Fig. 1: run 1, layout detail
The bar under the picture is 10 µm long. Region (19, 34) to (49, 64) µm. Cells in gray, sequential cells in the stronger gray; small squares are vias.
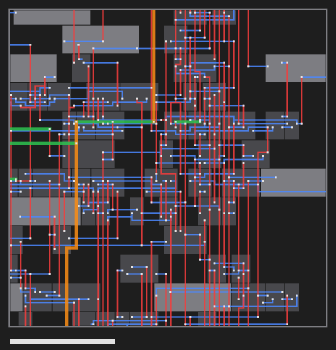
Fig. 2: run 1, clock routing
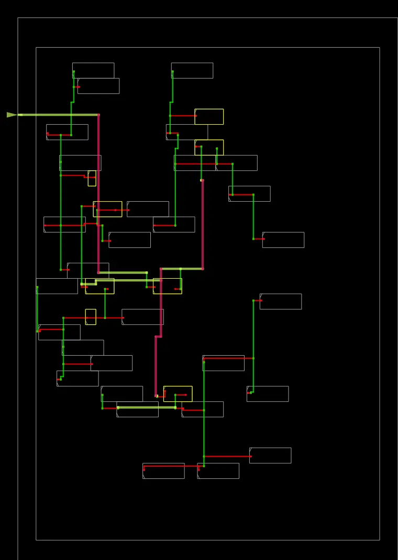
Fig. 3: run 1, the metal 1 layer
Supply wires on this layer in gray.
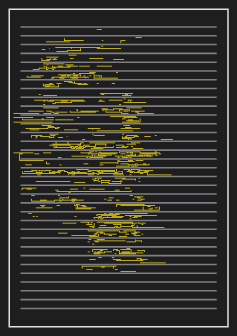
**src/rtl/toggle_pulse_gen.sv**
```systemverilog
// Debounces a raw push-button into a clean one-cycle T pulse per accepted press,
// with a debounced level output and a wrapping press counter. Optional macro: AUTO_REPEAT_EN.
module toggle_pulse_gen #(
    parameter int DB_LIMIT      = 4,
    parameter int DB_W          = 16,
    parameter int CNT_W         = 8,
    parameter int REPEAT_CYCLES = 8
) (
    input  logic             i_clk,
    input  logic             i_rst,
    input  logic             i_btn_in,
    output logic             o_t,
    output logic             o_btn_level,
    output logic [CNT_W-1:0] o_press_cnt
);

    typedef enum logic [1:0] {
        S_IDLE      = 2'd0,
        S_ARM_PRESS = 2'd1,
        S_HELD      = 2'd2,
        S_ARM_REL   = 2'd3
    } state_t;

    localparam logic [DB_W-1:0] DB_LAST = DB_W'(DB_LIMIT - 1);

    // Elaboration-time parameter sanity.
    if (DB_LIMIT < 2) begin : g_bad_db_limit
        $error("toggle_pulse_gen: DB_LIMIT must be >= 2");
    end
    if (REPEAT_CYCLES < 1) begin : g_bad_repeat
        $error("toggle_pulse_gen: REPEAT_CYCLES must be >= 1");
    end

    logic             r_sync0;
    logic             r_sync1;
    state_t           r_state;
    logic [DB_W-1:0]  r_db_cnt;
    logic             r_t;
    logic             r_btn_level;
    logic [CNT_W-1:0] r_press_cnt;
    logic             w_btn_s;

    assign w_btn_s = r_sync1;

`ifdef AUTO_REPEAT_EN
    localparam int RPT_W = (REPEAT_CYCLES > 1) ? $clog2(REPEAT_CYCLES) : 1;
    localparam logic [RPT_W-1:0] RPT_LAST = RPT_W'(REPEAT_CYCLES - 1);
    logic [RPT_W-1:0] r_rpt_cnt;
`endif

    always_ff @(posedge i_clk) begin
        if (i_rst) begin
            r_sync0     <= 1'b0;
            r_sync1     <= 1'b0;
            r_state     <= S_IDLE;
            r_db_cnt    <= '0;
            r_t         <= 1'b0;
            r_btn_level <= 1'b0;
            r_press_cnt <= '0;
`ifdef AUTO_REPEAT_EN
            r_rpt_cnt   <= '0;
`endif
        end else begin
            r_sync0 <= i_btn_in;
            r_sync1 <= r_sync0;
            r_t     <= 1'b0;
            case (r_state)
                S_IDLE: begin
                    if (w_btn_s) begin
                        r_state  <= S_ARM_PRESS;
                        r_db_cnt <= '0;
                    end
                end
                S_ARM_PRESS: begin
                    if (!w_btn_s) begin
                        r_state  <= S_IDLE;
                        r_db_cnt <= '0;
                    end else if (r_db_cnt == DB_LAST) begin
                        r_state     <= S_HELD;
                        r_db_cnt    <= '0;
                        r_t         <= 1'b1;
                        r_btn_level <= 1'b1;
                        r_press_cnt <= r_press_cnt + CNT_W'(1);
`ifdef AUTO_REPEAT_EN
                        r_rpt_cnt   <= '0;
`endif
                    end else begin
                        r_db_cnt <= r_db_cnt + DB_W'(1);
                    end
                end
                S_HELD: begin
                    // Leaving for ARM_REL wins over a coincident repeat tick.
                    if (!w_btn_s) begin
                        r_state  <= S_ARM_REL;
                        r_db_cnt <= '0;
                    end
`ifdef AUTO_REPEAT_EN
                    else if (r_rpt_cnt == RPT_LAST) begin
                        r_t         <= 1'b1;
                        r_press_cnt <= r_press_cnt + CNT_W'(1);
                        r_rpt_cnt   <= '0;
                    end else begin
                        r_rpt_cnt <= r_rpt_cnt + RPT_W'(1);
                    end
`endif
                end
                S_ARM_REL: begin
                    // Repeat counter is frozen here and resumes on return to HELD.
                    if (w_btn_s) begin
                        r_state  <= S_HELD;
                        r_db_cnt <= '0;
                    end else if (r_db_cnt == DB_LAST) begin
                        r_state     <= S_IDLE;
                        r_db_cnt    <= '0;
                        r_btn_level <= 1'b0;
                    end else begin
                        r_db_cnt <= r_db_cnt + DB_W'(1);
                    end
                end
                default: begin
                    r_state  <= S_IDLE;
                    r_db_cnt <= '0;
                end
            endcase
        end
    end

    assign o_t         = r_t;
    assign o_btn_level = r_btn_level;
    assign o_press_cnt = r_press_cnt;

endmodule

```
**config.mk**
```make
export PLATFORM = sky130hd
export DESIGN_NAME = toggle_pulse_gen
export DESIGN_NICKNAME = d
export VERILOG_FILES = /design/src/rtl/toggle_pulse_gen.sv
export SDC_FILE = /design/constraint.sdc
export NUM_CORES = 1
export LEC_CHECK = 0
export CORE_ASPECT_RATIO = 1.5
export CORE_MARGIN = 3
export CORE_UTILIZATION = 25
export CTS_CLUSTER_SIZE = 10
export DETAILED_ROUTE_END_ITERATION = 10
export GPL_TIMING_DRIVEN = 0
export REMOVE_ABC_BUFFERS = 1
export SYNTH_ARGS = -nofsm -noshare
export SYNTH_HDL_FRONTEND = slang
export SYNTH_SLANG_ARGS = --single-unit
```
**constraint.sdc**
```tcl
create_clock -name i_clk -period 2.44 [get_ports i_clk]
set_clock_uncertainty 0.05 [all_clocks]
set_input_delay 0.244 -clock i_clk [delete_from_list [all_inputs] [get_ports i_clk]]
set_output_delay 0.244 -clock i_clk [all_outputs]
set_load 0.01 [all_outputs]
```
==> notes.md, run 1 <==
The following summarizes the physical implementation.

Status
The flow ran to the end, and the final reports show no timing, DRC or antenna violations.

Logic synthesis
After synthesis, the mean cell area works out to approximately 8.6 µm². The count of synthesis-stage warnings from yosys is 0. Yosys mapped a number of flops with a built-in enable equal to 0. The mux contribution to synthesized area is 0.02855. The chip area in the Yosys report is between 0.001 and 0.0015 mm². The netlist uses about 40 different library cells. Looking at area per cell type in the netlist, the leader is sky130_fd_sc_hd__dfxtp_1. Ranked by total cell area, the synthesized netlist is headed by sky130_fd_sc_hd__dfxtp_1, sky130_fd_sc_hd__nor2_1, sky130_fd_sc_hd__nand3_1, sky130_fd_sc_hd__nand2_1, sky130_fd_sc_hd__a21oi_1.

The simple-gate share of the synthesized area is 0.2881. After synthesis, the most frequently instantiated cells are sky130_fd_sc_hd__dfxtp_1, sky130_fd_sc_hd__nor2_1, sky130_fd_sc_hd__nand2_1. The main logic family after synthesis is simple AND/OR/NAND/NOR gates. The cell-mix breakdown from Yosys lists the XOR/XNOR area share as 0.06155.

The cell area after synthesis is 0.001403 mm². The most used flip-flop cell after synthesis is sky130_fd_sc_hd__dfxtp_1. The async set-reset flop share out of synthesis is 0.

Hold path
The worst hold path terminates at r_sync1$_SDFF_PP0_. The cell count of the worst hold path is 1. The startpoint identified for the worst hold timing path is r_sync0$_SDFF_PP0_.

Global route
The met3 track utilization from global routing is 0.03107. Routing resource usage on met1 recorded by global route was 0.1284. For this run, global-route usage on met2 was measured as 0.1682. The number of global-route vias before repair is 1208.

Worst setup path
The standard cell with the maximum stage delay on the critical path is sky130_fd_sc_hd__or4_1. Walking the worst path, the cells encountered are ha_1, nor4b_1, and4_4, nand2_1, or4_1, nand2_1. The worst setup path endpoint is o_press_cnt[5]$_SDFFE_PP0P_.

In this run the worst setup path begins at r_db_cnt[0]$_SDFFE_PP0P_. The data required time reported for the critical path is roughly 2.6 ns. The maximum net fanout on the critical path is 14. The kind of critical path is flop to flop. For this run, the slowest stage of the critical path takes 0.52 ns.

The timing report gives the worst reg2reg path a setup slack of between 0.2 and 0.3 ns. The data arrival time of the critical path is between 2 and 2.5 ns.

Timing
Hold is met by around 0.4 ns. The final hold violation count is 0. The pin slew with the least headroom to its limit is approximately 0.79 ns.

The final period utilization is 0.8872.

Clock tree
The TritonCTS buffer count is 5. The number of H-tree branching levels is 2. The total of hold buffers inserted after clock tree synthesis is 0. The clock edge transition at the registers on the reported setup and hold paths is ~0.06 ns.

Placement
The number of I/O port buffers is 12. Counting tap cells, the placed design contains a total of about 240 instances. The worst slack at placement is -0.4196 ns.

Finish
The portion of the layout cell area used by clock cells is 0.05452. The utilization after layout is 0.3170. The layout report gives the multi-input gate share of total cell area as 0.4556. In the layout the commonest cells are sky130_fd_sc_hd__dfxtp_1, sky130_fd_sc_hd__nor2_1, sky130_fd_sc_hd__nand2_1. The number of sequential cells in the layout is 30.

The filler cell count in the final layout is 578. Leaving out fill and tap cells, the most frequent cell in the layout is sky130_fd_sc_hd__dfxtp_1. Once layout is done, the placed cells without fillers occupy around 0.0017 mm². The number of diodes added for antenna fixing is 0. The total of clock buffers placed in the layout is 7. Of all the cell area in the finished design, non-clock buffers hold 0.07170.

In the final layout, the share of cells above drive strength 1 is 0.07303. For this run, the post-layout net count is between 150 and 200.

Power
The power report puts the leakage power at ~0.57 nW. The design draws between 0.9 and 1 mW.

Floorplan
Per the OpenROAD floorplan log, the area of the core is 0.005285 mm². The die boundary height is ~98 µm. Tap insertion was completed with between 60 and 70 tapcells.

Flow run
The number of OpenROAD warnings is 25. The tally of max-capacitance violations is 0.

Routing
The detailed router placed 1209 vias in this run. The sum of routed wire length over all layers is roughly 3 mm. The wire length on met3 is a little under 80 µm.

Per the detail_route log, the uppermost layer with routed signals is met4.
About Fig. 1:
Key: red = metal 2; green = metal 3; orange = metal 4; blue = metal 1
Netlist names of flops here include r_db_cnt (5). 63 logic cells have their middle in the window. Sequential cells in the window: 7. Most frequent: nor2_1 (7), nand2_1 (7), dfxtp_1 (7).

About Fig. 2:
clock latency at the later pin of the worst-skew pair: 0.28 ns
clock sink count: 30

About Fig. 3:
The wires run mostly horizontal. The layer carries 1280 µm of wire.

## run 1: worst max-delay path, delay by kind of cell, from the launching register on
| kind | cells | cell delay, ns |
|---|---|---|
| adders and majority gates | 1 | 0.24 |
| DFF | 1 | 0.39 |
| and+or+nand+nor | 5 | 1.44 |
## run 1: what timing repair did
action	4_1_cts	5_1_grt
setup buffers	0	0
gates cloned	0	0
endpoints found under the hold margin	0	0
gates resized	2	2
endpoints found under the setup margin	9	9
## run 1: flip-flops by register name, indices dropped and copies added (netlist names), named ones only
register,cells
r_sync0,1
o_t,1
o_btn_level,1
r_state,1
r_db_cnt,16
r_sync1,1
o_press_cnt,8
## run 1: report_power, final
group	switching, mW	internal, mW
logic	0.0218	0.0121
registers	0.00343	0.493
clock network	0.182	0.227
==> run 2, diff against run 1 <==
--- a/config.mk
+++ b/config.mk
@@ -8,7 +8,7 @@
 export CORE_ASPECT_RATIO = 1.5
 export CORE_MARGIN = 3
 export CORE_UTILIZATION = 25
-export CTS_CLUSTER_SIZE = 10
+export CTS_CLUSTER_SIZE = 40
 export DETAILED_ROUTE_END_ITERATION = 10
 export GPL_TIMING_DRIVEN = 0
 export REMOVE_ABC_BUFFERS = 1
Fig. 4: run 2, the metal 1 layer
Supply wires on this layer in gray.
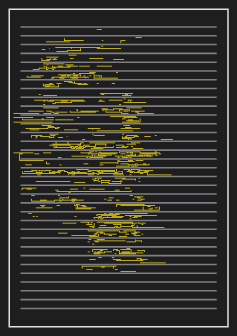
The wires run mostly horizontal. The layer holds 43% of the routed length.

Fig. 5: run 2, metal layers overlaid
Only two layers are drawn.
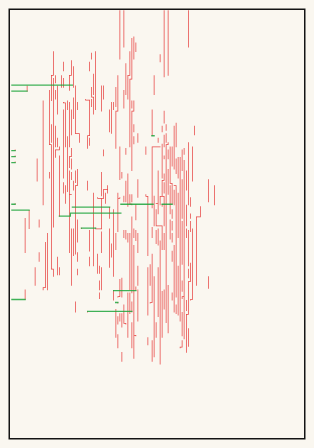
Key: red = metal 2 [wire length 1570 µm]; green = metal 3 [wire length 78.7 µm]

Fig. 6: run 2, clock routing
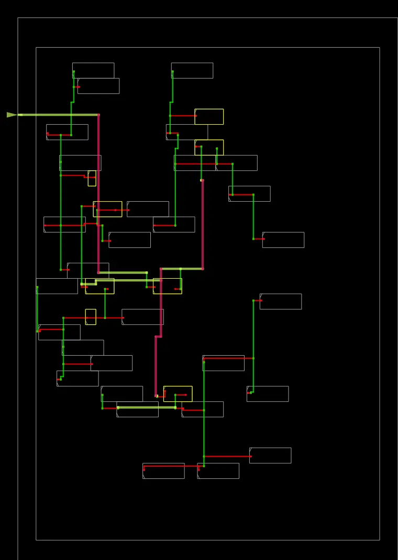
flop count: 30
Layout clock buffers: 7

==> run 2 against run 1 <==
Total power unchanged. Largest power group unchanged. Count of clock-buffer cells in the layout unchanged. Clock power about the same. Die area unchanged. Synthesized cell count unchanged. Synthesized area unchanged. Combinational power about the same. Wire length unchanged. Worst setup slack unchanged.
==> notes.md, run 2 <==
The following summarizes the physical implementation.

Logic synthesis
The chip area line in the Yosys stat output reads approximately 0.0014 mm². Looking at area per cell type in the netlist, the leader is sky130_fd_sc_hd__dfxtp_1. The simple-gate share of the synthesized area is 0.2881.

After synthesis, the share of flip-flops with an asynchronous set or reset is 0. For this run the top cell type by instance count after synthesis was sky130_fd_sc_hd__dfxtp_1. The synthesis log from Yosys contains 0 warnings.

The cell area after synthesis is ~0.0014 mm². The most used flip-flop cell after synthesis is sky130_fd_sc_hd__dfxtp_1. The number of synthesized flops with an enable pin is 0. The count of distinct cell types in the synthesized netlist is around 40.

The post-synthesis compound-gate area fraction is 0.1392. The yosys cell count is ~160. A synthesized cell averages between 8 and 9 µm².

Grouping non-sequential cells by family puts the most area in simple AND/OR/NAND/NOR gates. The synthesis run shows the most used standard cells to be sky130_fd_sc_hd__dfxtp_1, sky130_fd_sc_hd__nor2_1, sky130_fd_sc_hd__nand2_1. The mux contribution to synthesized area is 0.02855. After technology mapping, the gate count stands at between 150 and 200.

The share of Yosys cell area claimed by the top area cell type is 0.4282. The portion of the post-synthesis area used by sequential elements is 0.4282. The register bit total from synthesis is 30. Per the synthesis report, the XOR/XNOR share of the synthesized area is 0.06155. Per the synthesis report, the adder-cell share of the synthesized area is 0.01784. Yosys attributes the largest share of cell area to sky130_fd_sc_hd__dfxtp_1, sky130_fd_sc_hd__nor2_1, sky130_fd_sc_hd__nand3_1, sky130_fd_sc_hd__nand2_1, sky130_fd_sc_hd__a21oi_1.

Global route
The global routing usage on met2 is 0.1682. In the global route stage, met1 resource usage came out at 0.1284. Global routing put the most usage on met2. The number of global-route vias before repair came to 1208. In the global route stage, met3 resource usage came out at 0.03107. The number of antenna violations at the first check in global routing is 0. The total congestion overflow is 0. The total global routing track utilization is 0.1060. The global-route wire length before repair is 5.423 mm. The pin count of the biggest net entering global routing is 23.

Timing
Hold timing on the final database bottoms out at a slack of slightly below 0.4 ns. The total count of max-transition violations in the final report is 0. Of the available clock period, the critical path in the final layout requires 0.8872. The final hold violation count is 0. Setup repair after global routing left no endpoint under its margin.

Endpoints with negative setup slack in the final report add up to 0. The pin slew with the least headroom to its limit is about 0.79 ns. Summed over all failing endpoints, the final setup total negative slack is 0 ns. The final critical path time including I/O delays and setup is 2.165 ns. The worst-case headroom to the max-slew limit is 0.4739. The final setup slack of the worst path is 0.2752 ns. The maximum operating frequency is 461.9 MHz.

Power
Per the OpenROAD power report, switching power amounts to ~0.21 mW. The combinational power is ~0.034 mW. The clock share of power is 0.436.

Of the total power, combinational logic draws 0.036. The flow reports power dissipated in sequential cells as about 0.50 mW. The power density over the cells is roughly 560 mW/mm². Of the total power, registers draw 0.528.

The switching share of total power is 0.2208. The maximum vdd ir drop is 0.0004689 V. The internal portion of the total power is approximately 0.73 mW. Clock network power for this build is 0.409 mW.

The final total power is around 0.94 mW. The largest part of the power goes to sequential cells. Per the OpenROAD power report, leakage power amounts to 0.5659 nW.

Finish
The number of diodes added for antenna fixing is 0. Per the final layout report, the fraction of cells sized above drive strength 1 comes to 0.07303. Leaving out filler cells and counting taps, the final layout contains 246. The most common cell after layout, fill and taps aside is sky130_fd_sc_hd__dfxtp_1. The library cells used most frequently in the layout, excluding fill and tap cells, are sky130_fd_sc_hd__dfxtp_1, sky130_fd_sc_hd__nor2_1, sky130_fd_sc_hd__nand2_1. The utilization after layout is 0.3170. The register containing the most flip-flops in the final layout is r_db_cnt. The number of flip-flops under the largest register name is 16. The finished design was reported to have a net count of about 180.

Counting the fill cells in the layout gives 578. The layout overhead on the synthesized area is 19.45%. The final standard cell area without fillers is approximately 0.0017 mm².

Floorplan
The core region is between 0.005 and 0.006 mm². The number of core rows is 32. The die boundary height is 97.74 µm. The die outline area is 0.006563 mm². The die is approximately 67 µm wide. The initial core utilization is 0.2654. The I/O pin count is 13.

Worst setup path
The register-to-register path setup slack is 0.28 ns. The data arrival time of the critical path is about 2.3 ns. The end of the worst register-to-register path is o_press_cnt[5]$_SDFFE_PP0P_. Along the worst path, the maximum fanout reaches 14. The cell seen most often among critical-path stages is sky130_fd_sc_hd__nand2_1. The critical path starts at r_db_cnt[0]$_SDFFE_PP0P_. The longest incremental delay of any stage on the critical path is reported as 0.52 ns.

The worst setup path is of the flop to flop kind. The worst setup path endpoint is o_press_cnt[5]$_SDFFE_PP0P_. The startpoint of the lowest-slack register-to-register path is r_db_cnt[0]$_SDFFE_PP0P_.

According to the timing report, the data required time at the worst endpoint equals ~2.6 ns. The standard cell with the maximum stage delay on the critical path is sky130_fd_sc_hd__or4_1. The count of cells along the worst register-to-register path is 6. The critical path endpoint category is a flop. STA classifies the critical path startpoint as a flop.

The signal on the critical path passes through ha_1, nor4b_1, and4_4, nand2_1, or4_1, nand2_1.

Placement
The placed wire-length estimate is about 2.1 mm. The number of placed instances, taps included, is 238. The final estimated routing congestion in global placement is 0.7454.

The count of buffers added on input and output ports is 12. The worst slack at placement is -0.4196 ns. The post-place instance area is about 0.0016 mm².

Routing
The sum of routed wire length over all layers is 2.998 mm. The wire length on met2 is approximately 1.6 mm. The first detailed-routing pass took 4 iterations. The total routed wire length on the met1 layer is around 1.3 mm. Detailed routing inserted a total of 1209 vias. The number of vias per cell after detailed routing is around 5. The first routing iteration left 37 violations. Per the detail_route log, met3 wirelength is 78 µm.

The DRC violation total left in the routed layout is recorded as 0. The average routed wire per standard cell is around 12 µm. The highest metal layer used by the detailed router is met4.

The count of nets left with antenna violations once routing finished came out at 0.

Clock tree
TritonCTS built the clock tree. TritonCTS created 5 clock buffers. The clock sink total is 30.

The clock reaches the later pin of the worst-skew pair after roughly 0.28 ns. The clock passes through at most 2 buffers. The clock edge transition at the registers on the reported setup and hold paths is approximately 0.06 ns. In this run the clock root is driven by a sky130_fd_sc_hd__clkbuf_8.

Looking at the clock tree report, the H-tree level count equals 2.

Flow run
The tool flagged a number of max-cap violations equal to 0. In this run the tools logged warnings totalling 25.

Hold path
The cell count of the worst hold path is 1. According to the hold report, the worst path is of the flop to flop type. In the hold report, the worst path ends at r_sync1$_SDFF_PP0_. For the worst min-delay path, the startpoint reported by OpenROAD is r_sync0$_SDFF_PP0_.

Status
The run finished with clean final reports.
==> run 2: cell counts in the layout (fill, tap and decap cells not counted) <==
No cell type changed its count.
==> run 2: area by class of cell <==
type	instances	area [µm²]	share of cell area
Clock inverter	1	5.005	0.002987
Tap cell	68	85.08	0.05078
Clock buffer	7	86.33	0.05153
Multi-Input combinational cell	124	763.2	0.4556
Timing Repair Buffer	12	120.1	0.07170
Inverter	4	15.01	0.008962
Sequential cell	30	600.6	0.3585
==> run 2: what timing repair did <==
action,in CTS,in global routing
hold buffers,0,0
resized,2,2
endpoints found under the setup margin,9,9
setup buffers,0,0
==> run 2: critical path, delay by kind of cell (launching register included) <==
| kind | cells | cell delay (ns) |
|---|---|---|
| adders and majority gates | 1 | 0.24 |
| DFF | 1 | 0.39 |
| and+or+nand+nor | 5 | 1.44 |
Power figures rest on the tool's default switching activity, not on a simulated workload.
